[src/rtl/id_decode_stage_if.sv]
// Decode-stage bus: IF/ID instruction, WB write port and ID/EX outputs.
// master = surrounding pipeline, slave = decode stage.
interface id_decode_stage_if #(
    parameter int DATA_W = 32
);
    logic [31:0]       instr_i;
    logic              instr_vld_i;
    logic              flush_i;
    logic              wb_en_i;
    logic [3:0]        wb_addr_i;
    logic [DATA_W-1:0] wb_data_i;
    logic              stall_o;
    logic [4:0]        OpCode;
    logic [31:0]       Rd;
    logic [DATA_W-1:0] Rs;
    logic [DATA_W-1:0] Rt;
    logic [31:0]       Rsi;

    modport master (
        output instr_i, instr_vld_i, flush_i, wb_en_i, wb_addr_i, wb_data_i,
        input  stall_o, OpCode, Rd, Rs, Rt, Rsi
    );
    modport slave (
        input  instr_i, instr_vld_i, flush_i, wb_en_i, wb_addr_i, wb_data_i,
        output stall_o, OpCode, Rd, Rs, Rt, Rsi
    );
endinterface

[src/rtl/id_decode_stage.sv]
// Instruction decode: register file with write-first bypass, immediate
// sign-extension and single-bubble load-use interlock.
module id_decode_stage #(
    parameter int         NREG    = 16,
    parameter int         DATA_W  = 32,
    parameter logic [4:0] LOAD_OP = 5'd9,
    parameter logic [4:0] NOP_OP  = 5'd0
) (
    input  logic              clk,
    input  logic              rst,
    id_decode_stage_if.slave  bus
);
    typedef enum logic {ISSUE, STALL} state_t;

    state_t            state;
    logic [DATA_W-1:0] rf [NREG];
    logic              ld_vld;
    logic [3:0]        ld_rd;

    logic [4:0]        op;
    logic [3:0]        rd, rs, rt;
    logic [14:0]       imm;
    logic [DATA_W-1:0] rs_val, rt_val;
    logic              hazard, kill, issue, wr;

    assign op  = bus.instr_i[31:27];
    assign rd  = bus.instr_i[26:23];
    assign rs  = bus.instr_i[22:19];
    assign rt  = bus.instr_i[18:15];
    assign imm = bus.instr_i[14:0];

    assign wr = bus.wb_en_i && (bus.wb_addr_i != 4'd0);

    // Write-first: a register being written this cycle reads as the new value.
    assign rs_val = (rs == 4'd0)                  ? '0 :
                    (wr && bus.wb_addr_i == rs)   ? bus.wb_data_i : rf[rs];
    assign rt_val = (rt == 4'd0)                  ? '0 :
                    (wr && bus.wb_addr_i == rt)   ? bus.wb_data_i : rf[rt];

    assign hazard = bus.instr_vld_i && ld_vld && (ld_rd != 4'd0) &&
                    ((ld_rd == rs) || (ld_rd == rt));
    assign kill   = bus.flush_i || !bus.instr_vld_i;
    // In STALL the load tracker has already dropped, so the held instruction goes.
    assign issue  = rst && !kill && ((state == STALL) || !hazard);

    always_comb begin
        bus.OpCode  = NOP_OP;
        bus.Rd      = '0;
        bus.Rs      = '0;
        bus.Rt      = '0;
        bus.Rsi     = '0;
        bus.stall_o = rst && (state == ISSUE) && !kill && hazard;
        if (issue) begin
            bus.OpCode = op;
            bus.Rd     = {28'd0, rd};
            bus.Rs     = rs_val;
            bus.Rt     = rt_val;
            bus.Rsi    = {{17{imm[14]}}, imm};
        end
    end

    always_ff @(posedge clk or negedge rst) begin
        if (!rst) begin
            for (int i = 0; i < NREG; i++) rf[i] <= '0;
            state  <= ISSUE;
            ld_vld <= 1'b0;
            ld_rd  <= 4'd0;
        end else begin
            if (wr) rf[bus.wb_addr_i] <= bus.wb_data_i;
            ld_vld <= issue && (op == LOAD_OP);
            ld_rd  <= rd;
            case (state)
                ISSUE:   if (bus.stall_o) state <= STALL;
                default: state <= ISSUE;
            endcase
        end
    end
endmodule
[src/flat_wrapper.sv]
// flat-port wrapper written by rule: the top's interface ports become plain ports
module id_decode_stage_flat 
#(
    parameter int         NREG    = 16,
    parameter int         DATA_W  = 32,
    parameter logic [4:0] LOAD_OP = 5'd9,
    parameter logic [4:0] NOP_OP  = 5'd0
)
  (clk, rst, bus_instr_i, bus_instr_vld_i, bus_flush_i, bus_wb_en_i, bus_wb_addr_i, bus_wb_data_i, bus_stall_o, bus_OpCode, bus_Rd, bus_Rs, bus_Rt, bus_Rsi);
  id_decode_stage_if #(.DATA_W(DATA_W)) bus_i ();
  input  logic clk;
  input  logic rst;
  input wire logic [$bits(bus_i.instr_i)-1:0] bus_instr_i;
  input wire logic [$bits(bus_i.instr_vld_i)-1:0] bus_instr_vld_i;
  input wire logic [$bits(bus_i.flush_i)-1:0] bus_flush_i;
  input wire logic [$bits(bus_i.wb_en_i)-1:0] bus_wb_en_i;
  input wire logic [$bits(bus_i.wb_addr_i)-1:0] bus_wb_addr_i;
  input wire logic [$bits(bus_i.wb_data_i)-1:0] bus_wb_data_i;
  output wire logic [$bits(bus_i.stall_o)-1:0] bus_stall_o;
  output wire logic [$bits(bus_i.OpCode)-1:0] bus_OpCode;
  output wire logic [$bits(bus_i.Rd)-1:0] bus_Rd;
  output wire logic [$bits(bus_i.Rs)-1:0] bus_Rs;
  output wire logic [$bits(bus_i.Rt)-1:0] bus_Rt;
  output wire logic [$bits(bus_i.Rsi)-1:0] bus_Rsi;
  assign bus_i.instr_i = bus_instr_i;
  assign bus_i.instr_vld_i = bus_instr_vld_i;
  assign bus_i.flush_i = bus_flush_i;
  assign bus_i.wb_en_i = bus_wb_en_i;
  assign bus_i.wb_addr_i = bus_wb_addr_i;
  assign bus_i.wb_data_i = bus_wb_data_i;
  assign bus_stall_o = bus_i.stall_o;
  assign bus_OpCode = bus_i.OpCode;
  assign bus_Rd = bus_i.Rd;
  assign bus_Rs = bus_i.Rs;
  assign bus_Rt = bus_i.Rt;
  assign bus_Rsi = bus_i.Rsi;
  id_decode_stage #(.NREG(NREG), .DATA_W(DATA_W), .LOAD_OP(LOAD_OP), .NOP_OP(NOP_OP)) u_core (.clk(clk), .rst(rst), .bus(bus_i));
endmodule
[config.mk]
export PLATFORM = sky130hd
export DESIGN_NAME = id_decode_stage_flat
export DESIGN_NICKNAME = d
export VERILOG_FILES = /design/src/rtl/id_decode_stage_if.sv /design/src/rtl/id_decode_stage.sv /design/src/flat_wrapper.sv
export SDC_FILE = /design/constraint.sdc
export NUM_CORES = 1
export LEC_CHECK = 0
export CORE_ASPECT_RATIO = 1.2
export CORE_MARGIN = 1.5
export CORE_UTILIZATION = 29
export CTS_CLUSTER_SIZE = 20
export DETAILED_ROUTE_END_ITERATION = 10
export GPL_TIMING_DRIVEN = 0
export PLACE_DENSITY = 0.44
export REMOVE_ABC_BUFFERS = 1
export SETUP_SLACK_MARGIN = 0.15
export SLEW_MARGIN = 20
export SYNTH_ARGS = -nofsm -noshare
export SYNTH_HDL_FRONTEND = slang
export SYNTH_SLANG_ARGS = --single-unit
[constraint.sdc]
create_clock -name clk -period 2.63 [get_ports clk]
set_input_delay 0.3945 -clock clk [delete_from_list [all_inputs] [get_ports clk]]
set_output_delay 0.3945 -clock clk [all_outputs]
set_load 0.02 [all_outputs]
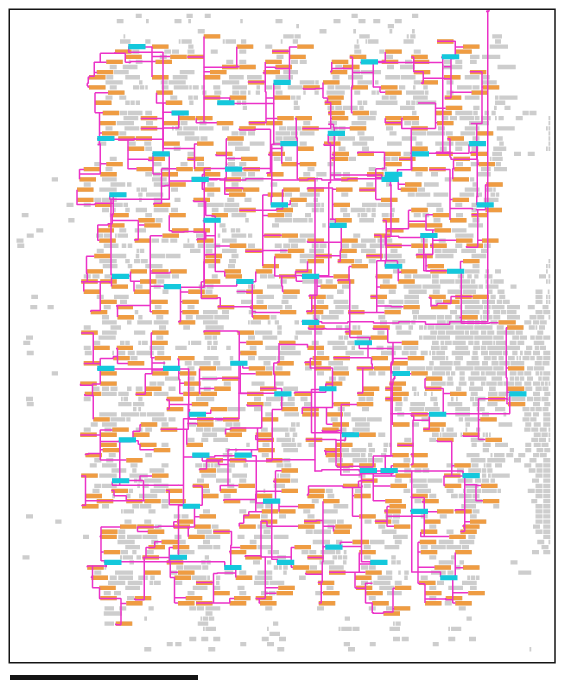
Fig. 1. Clock distribution (run 1).
Scale bar: 100 µm.
cells driving clock nets -> cyan  # count 57
flip-flops -> orange  # count 518
clock wires -> magenta  # length 7980 µm
routed clock nets = 58
flops lie = spread over the die
Worst Skew: 0.005102 ns
clk_lat worst skew: 0.62 ns
P_clk: 8.20 mW
clock share of power: 32.8%

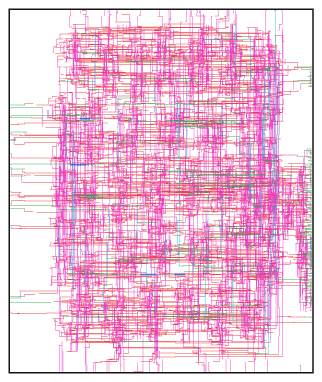
Fig. 2. Routed metal, one color a layer (run 1).
met4 -> cyan  # wire length 2470 µm
met1 -> red  # wire length 42.2 mm
met2 -> magenta  # wire length 44.4 mm
met3 -> green  # wire length 4720 µm
met5 -> blue  # wire length 43.2 µm
GR Util All Layers: 18.58%
final WL: 93.81 mm
routed via count: 18310
routed length per placed instance: 27.58 µm

==> deck_impl_summary.md, run 1 <==
Key Metrics from the Run

Placed design
  – Placed Cells: 3214
  – Post-placement setup slack: -1.968 ns
  – HPWL Detailed: 57.05 mm

Worst setup path
  – Worst-path fanout max: 6
  – Critical path required time: 2.24 ns
  – Crit-path cells: xor2_2 > nor4_4 > o21a_2 > nor4_4 > buf_6 > buf_12 > a22o_4 > buf_6
  – Critical path class: reg2out
  – Startpoint Class: flop
  – Setup crit end kind: output port

Final layout
  – Comb gates: 1180
  – Non-clk bufs: 324
  – Seq_cells: 518
  – Non-CTS inverters: 1
  – Footprint of the multi-input gates: 15140 µm²
  – Top class by area: combinational gates
  – Final cell count without fillers: 3401
  – Layout cells sized above 1: 53.77%
  – Logic gate fraction of the total cell area: 41.88%
  – # fillers: 9097
  – Top cell excl fill/tap: dfrtp_1
  – Register Area: 12970 µm²

Logic synthesis
  – Ys flops: 518
  – Commonest flop: dfrtp_1
  – Post-synth EDFFs: 0
  – YS warnings: 0
  – Post-synth cell types: 48
  – Synth Seq Share: 45.26%
  – Syn Area/Cell: 14.73 µm²
  – Post-synthesis cell type with the largest combined area: dfrtp_1
  – Asr flop ratio synth: 100.0%
  – Synth top cell by count: dfrtp_1
  – Post-synthesis cell count: 1944
  – Netlist Area Pre-Place: 28640 µm²
  – Yosys cell count: 1944

Floorplan
  – Std-Cell Rows: 126
  – Top Ports: 207
  – Die ar.: 100700 µm²

Power and ir drop
  – Power per Cell Area: 690.9 nW/µm²
  – Switching Power: 6.870 mW
  – Internal Power: 18.11 mW
  – Logic pwr share: 23.3%
  – LEAKAGE: 14.75 nW
  – Sequential share of power: 43.9%
  – Worst vdd ir: 0.0005249 V
  – Pwr Total: 24.98 mW
  – Switching power as a share of total power: 27.50%

Global route
  – GR Overflow Total: 0
  – Met3 Usage GRT: 3.105%
  – Most used routing layer: met2
  – Initial antenna violation count: 3
  – Met2 Usage GRT: 30.29%
  – Largest net degree at the start of global routing: 88
  – Vias in the first global route: 19880
  – Global-route wire length before repair: 138.5 mm

Final timing
  – Final Hold Vio Count: 0
  – Least-Margin Pin Slew: 0.7782 ns
  – TNS Setup: -43.12 ns
  – Final setup violation count: 106
  – RSZ-0062 raised after global routing: yes
  – Setup ws final: -0.5653 ns
  – Final period util: 121.5%
  – Fin Hold WS: 0.06435 ns
  – Final min period: 3.195 ns

Status
  – Failing checks: negative setup slack
  – Status: complete, but fails checks

Drt
  – Residual DRC: 0
  – Routed Antenna Nets: 0

Clocking
  – CTS clk-pin slew, worst paths: 0.07 ns
  – Total CTS buffers: 57
  – Hold buffers post-CTS: 7
  – Depth of the CTS H-tree: 2
  – Gates resized, CTS repair: 664
  – Clock Sinks: 518

Run
  – Max Cap Viol: 0

Hold path
  – Worst Hold Class: in2async
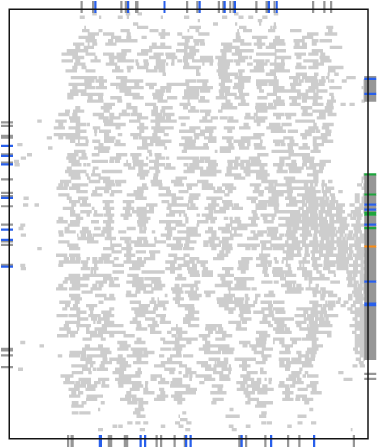
Fig. 3. Pin placement (run 1).
Pins as bars across the die edge, other pins in gray.
`bus_OpCode` -> green  # pins 5, direction output, edge east
`bus_Rs` -> blue  # pins 32, direction output, edge 9 south, 8 north, 8 east, 7 west
`bus_stall_o` -> orange  # pins 1, direction output, edge east
all pins by edge = 128 east, 27 south, 27 north, 25 west
Die Wd: 289.9 µm
die y size: 347.2 µm
port bufs: 178

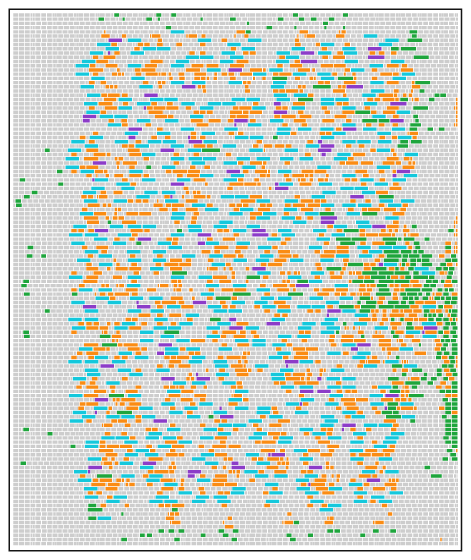
Fig. 4. Placement by cell class (run 1).
Fill, decap, tap and diode cells in gray.
other buffers and delay cells -> green  # cells 324, share of their area 13%
all other logic -> orange  # cells 1181, share of their area 44%
clock drivers and dummy loads -> purple  # cells 97, share of their area 5.4%
flops -> cyan  # cells 518, share of their area 38%
post-layout util: 36.87%
sequential portion of the cell area: 35.87%
Finished Cell Area: 36150 µm²
Core ar.: 98060 µm²

[run 1: worst max-delay path: cells and delay by family (launching register included)]
kind | cells | cell delay [ns]
xor+xnor | 1 | 0.21
compound gates | 2 | 0.54
buf+inv | 3 | 0.47
flops | 1 | 0.46
simple gates | 2 | 0.48
[run 1: routing by layer]
layer	up-vias	wire length [µm]
met4	8	2470
met5	-	43
met3	130	4716
met1	9912	42210
met2	541	44370
li1	7715	-
[run 1: final timing paths]
check	slack, ns	endpoint	cells past startpoint	start
worst min register to register	0.40	u_core.rf[497]$_DFFE_PN0P_	0	u_core.rf[497]$_DFFE_PN0P_
max in group asynchronous	1.61	u_core.rf[18]$_DFFE_PN0P_	6	rst
worst max-delay path	-0.57	bus_Rs[13]	8	u_core.ld_rd[2]$_DFF_PN0_
worst max register to register	0.49	u_core.ld_vld$_DFF_PN0_	10	u_core.ld_rd[0]$_DFF_PN0_
min in group clk	0.27	u_core.ld_rd[2]$_DFF_PN0_	1	bus_instr_i[25]
worst min-delay path	0.06	u_core.rf[103]$_DFFE_PN0P_	5	rst
[run 1: cell families after synthesis]
family                 share of synthesized area (%)
AND-OR/OR-AND                                  5.693
XOR/XNOR                                      0.4893
buffers and inverters                          5.269
flip-flops                                     45.26
multiplexers                                   40.57
other                                        0.01309
AND/OR/NAND/NOR                                2.700
[run 1: power by group through the flow]
stage          Combinational [mW]  Sequential (mW)  Clock, mW
3_3_place_gp                 5.61             11.0          0
2_1_floorplan                3.89             10.6          0
5_1_grt                      6.25             11.2       8.78
6_report                     5.82             11.0       8.20
4_1_cts                      5.77             10.9       8.47
3_5_place_dp                 5.51             11.1          0
[run 1: registers in the layout, indices dropped and copies added (netlist names)]
| register | count |
|---|---|
| u_core.state | 1 |
| u_core.ld_rd | 4 |
| u_core.ld_vld | 1 |
| u_core.rf | 512 |
Fig. 5: run 1, placed standard cells
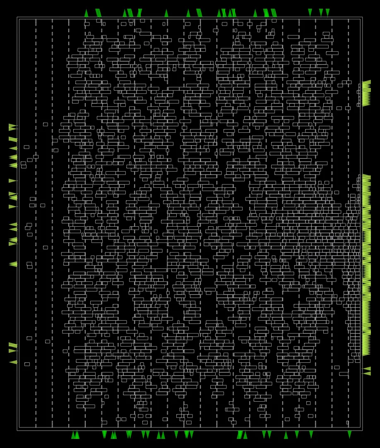

--- run 2 (diff from run 1) ---
- CTS_CLUSTER_DIAMETER: default -> 120
- SETUP_SLACK_MARGIN: 0.15 -> default
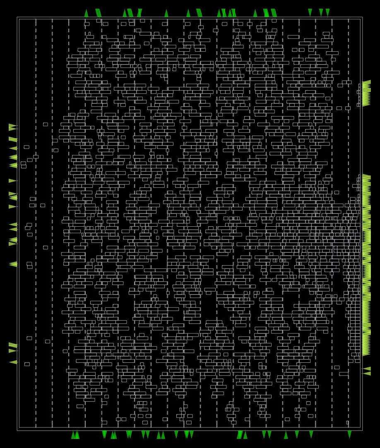
Fig. 6. Placed standard cells (run 2).
# fillers: 9181
TAP cells: 1280
final cell count without fillers: 3341

==> deck_impl_summary.md, run 2 <==
Key Metrics from the Run

Clocking
  – Total CTS buffers: 29
  – Clock Sinks: 518
  – CTS clk-pin slew, worst paths: 0.10 ns
  – Clk_lat worst skew: 0.62 ns
  – Depth of the CTS H-tree: 1
  – Clk root buf: clkbuf_16
  – CTS tree: yes
  – CTS max path bufs: 3

Global route
  – Vias in the first global route: 19470
  – Met3 Usage GRT: 2.765%
  – GR Overflow Total: 0
  – Most used routing layer: met2
  – Global-route wire length before repair: 137.2 mm
  – Met2 Usage GRT: 30.00%
  – Grt met1 use: 25.60%
  – Largest net degree at the start of global routing: 88
  – Initial antenna violation count: 4
  – GR Util All Layers: 18.33%

Worst setup path
  – Critical path required time: 2.24 ns
  – Crit path from: u_core.ld_rd[0]$_DFF_PN0_
  – R2R depth: 9
  – Critical path class: reg2out
  – Worst-path fanout max: 5
  – Setup crit end kind: output port
  – Startpoint Class: flop
  – Worst Path Arrival: 2.79 ns
  – End of the worst register-to-register path: u_core.ld_vld$_DFF_PN0_
  – Reg-to-reg slack, setup: 0.50 ns
  – Crit path to: bus_Rt[20]
  – Beginning of the worst register-to-register path: u_core.ld_rd[2]$_DFF_PN0_

Floorplan
  – Die Wd: 289.9 µm
  – Die ar.: 100700 µm²
  – Die y size: 347.2 µm
  – FP Util: 29.21%
  – Core ar.: 98060 µm²
  – Std-Cell Rows: 126
  – Top Ports: 207

Final layout
  – Layout area overhead: 22.55%
  – Top cell excl fill/tap: dfrtp_1
  – Post-layout util: 35.79%
  – Register Area: 12970 µm²
  – Largest registers: u_core.rf: 512 flops, u_core.ld_rd: 4 flops
  – Layout cells sized above 1: 53.16%
  – Largest Register: u_core.rf
  – Footprint of the multi-input gates: 15110 µm²
  – NumNets Final: 2134
  – Finished Cell Area: 35100 µm²
  – Most numerous logic cells after layout: dfrtp_1 (514), mux2_2 (471), mux4_2 (214)
  – Max FFs per register: 512

Placed design
  – Area after DPL: 32250 µm²
  – GP Congestion: 0.7369
  – Placed Cells: 3214
  – HPWL Detailed: 57.05 mm
  – Port bufs: 178

Final timing
  – Setup ws final: -0.5531 ns
  – Least-Margin Pin Slew: 0.7998 ns
  – Final Hold Vio Count: 0
  – Final min period: 3.183 ns
  – Worst Skew: 0.009327 ns
  – Fmax: 314.2 MHz
  – Final setup violation count: 106
  – Final period util: 121.0%
  – Pins over their slew limit: 0
  – RSZ-0062 raised after global routing: yes

Logic synthesis
  – Post-synth cell types: 48
  – Post-synthesis cell type with the largest combined area: dfrtp_1
  – Netlist Area Pre-Place: 28640 µm²
  – Post-synthesis cell count: 1944
  – Synth top cell by count: dfrtp_1
  – Area share, top type: 45.26%
  – Yosys cell count: 1944
  – Synth Seq Share: 45.26%
  – Asr flop ratio synth: 100.0%
  – Syn Area/Cell: 14.73 µm²
  – Main area contributors: dfrtp_1 (45%), mux2_2 (19%), mux4_2 (17%)
  – Commonest flop: dfrtp_1
  – YS chip area: 28640 µm²
  – YS warnings: 0
  – Most common library cells after synthesis: dfrtp_1 (518), mux2_2 (471), mux4_2 (211), clkbuf_1 (118), buf_2 (91)
  – Ys flops: 518
  – Post-synth EDFFs: 0

Drt
  – Final WL: 93.46 mm
  – 1st-iter DRT viols: 1222
  – Routed Antenna Nets: 0
  – Residual DRC: 0
  – Routed length per placed instance: 27.97 µm
  – Vias per cell: 5.408
  – TritonRoute pass-1 iters: 7
  – Routed via count: 18070

Power and ir drop
  – Worst vdd ir: 0.0005004 V
  – Power per Cell Area: 611.4 nW/µm²
  – LEAKAGE: 14.24 nW
  – Pwr Total: 21.46 mW

Run
  – Max Cap Viol: 0
  – Tool warnings: 27

Status
  – Failing checks: negative setup slack
  – Status: complete, but fails checks

Hold path
  – Worst Hold Class: in2async
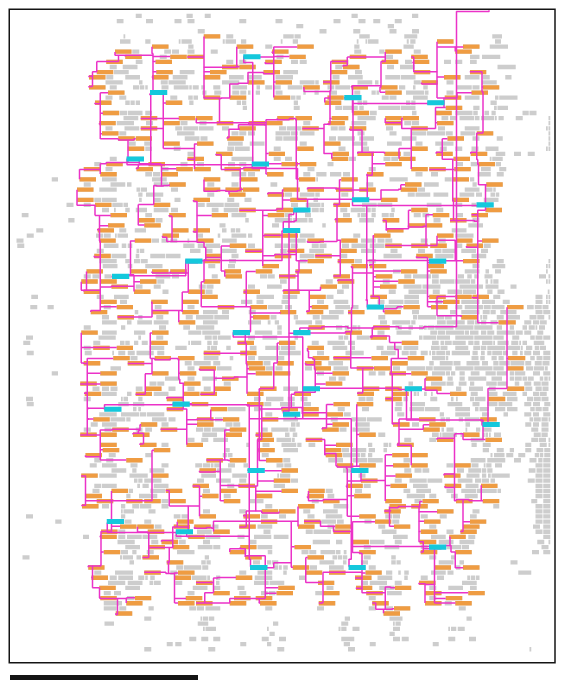
Fig. 7. Clock distribution (run 2).
Scale bar: 100 µm.
cells driving clock nets -> cyan  # count 29
clock wires -> magenta  # length 7220 µm
flip-flops -> orange  # count 518
routed clock nets = 30

## run 2: area by class of cell
class,instances,area share (%)
well taps,1280,4.563
repair buffers,331,13.30
clock buffers,30,2.107
inverters,1,0.01070
flip-flops and latches,518,36.95
multi-input cells,1180,43.07
diodes,1,0.007130
## run 2: worst max-delay path: stages, from the launching register on
cell     delay [ns]
dfrtp_2        0.48
xor2_2         0.23
nor4_4         0.08
buf_4          0.15
o21ai_4        0.20
buf_6          0.13
nand3_4        0.10
buf_12         0.17
buf_16         0.15
buf_12         0.14
a21oi_4        0.19
buf_6          0.15
## run 2: timing repair
action                                  4_1_cts  5_1_grt
hold buffers                                  7        0
pin swaps                                    37       13
gates resized                               673      149
gates cloned                                 11        2
endpoints found under the setup margin      106      106
hold endpoints to repair                     45        0
setup buffers                                56       23
## run 2: metrics by stage
step	TNS [ns]	hold slack, ns	setup slack, ns
after floorplan	-57.78	0.09891	-1.668
after global placement	-	0.3803	-24.68
after detailed placement	-246.00	0.3151	-1.968
after CTS	-41.78	0.004134	-0.5872
after global routing	-54.22	0.01927	-0.6547
final	-42.74	0.01531	-0.5531
## run 2: cells by family after synthesis
logic type             count (synthesis)  synth area share [%]
AND-OR/OR-AND                        230                 5.693
XOR/XNOR                              16                0.4893
buffers and inverters                277                 5.269
flip-flops                           518                 45.26
multiplexers                         763                 40.57
other                                  1               0.01309
AND/OR/NAND/NOR                      139                 2.700
## run 2: routing by layer
metal / vias to the layer above / routed length, µm
met1: 9892 / 42470
met3: 98 / 4433
met5: - / 40
met2: 465 / 44530
met4: 8 / 1991
li1: 7604 / -
## run 2: power by group
group	switching, mW	internal (mW)	leakage [nW]
logic	2.22	3.61	7.46
clock network	2.71	1.99	0.365
registers	1.25	9.68	6.41
Power is estimated from default activity; no workload was simulated.
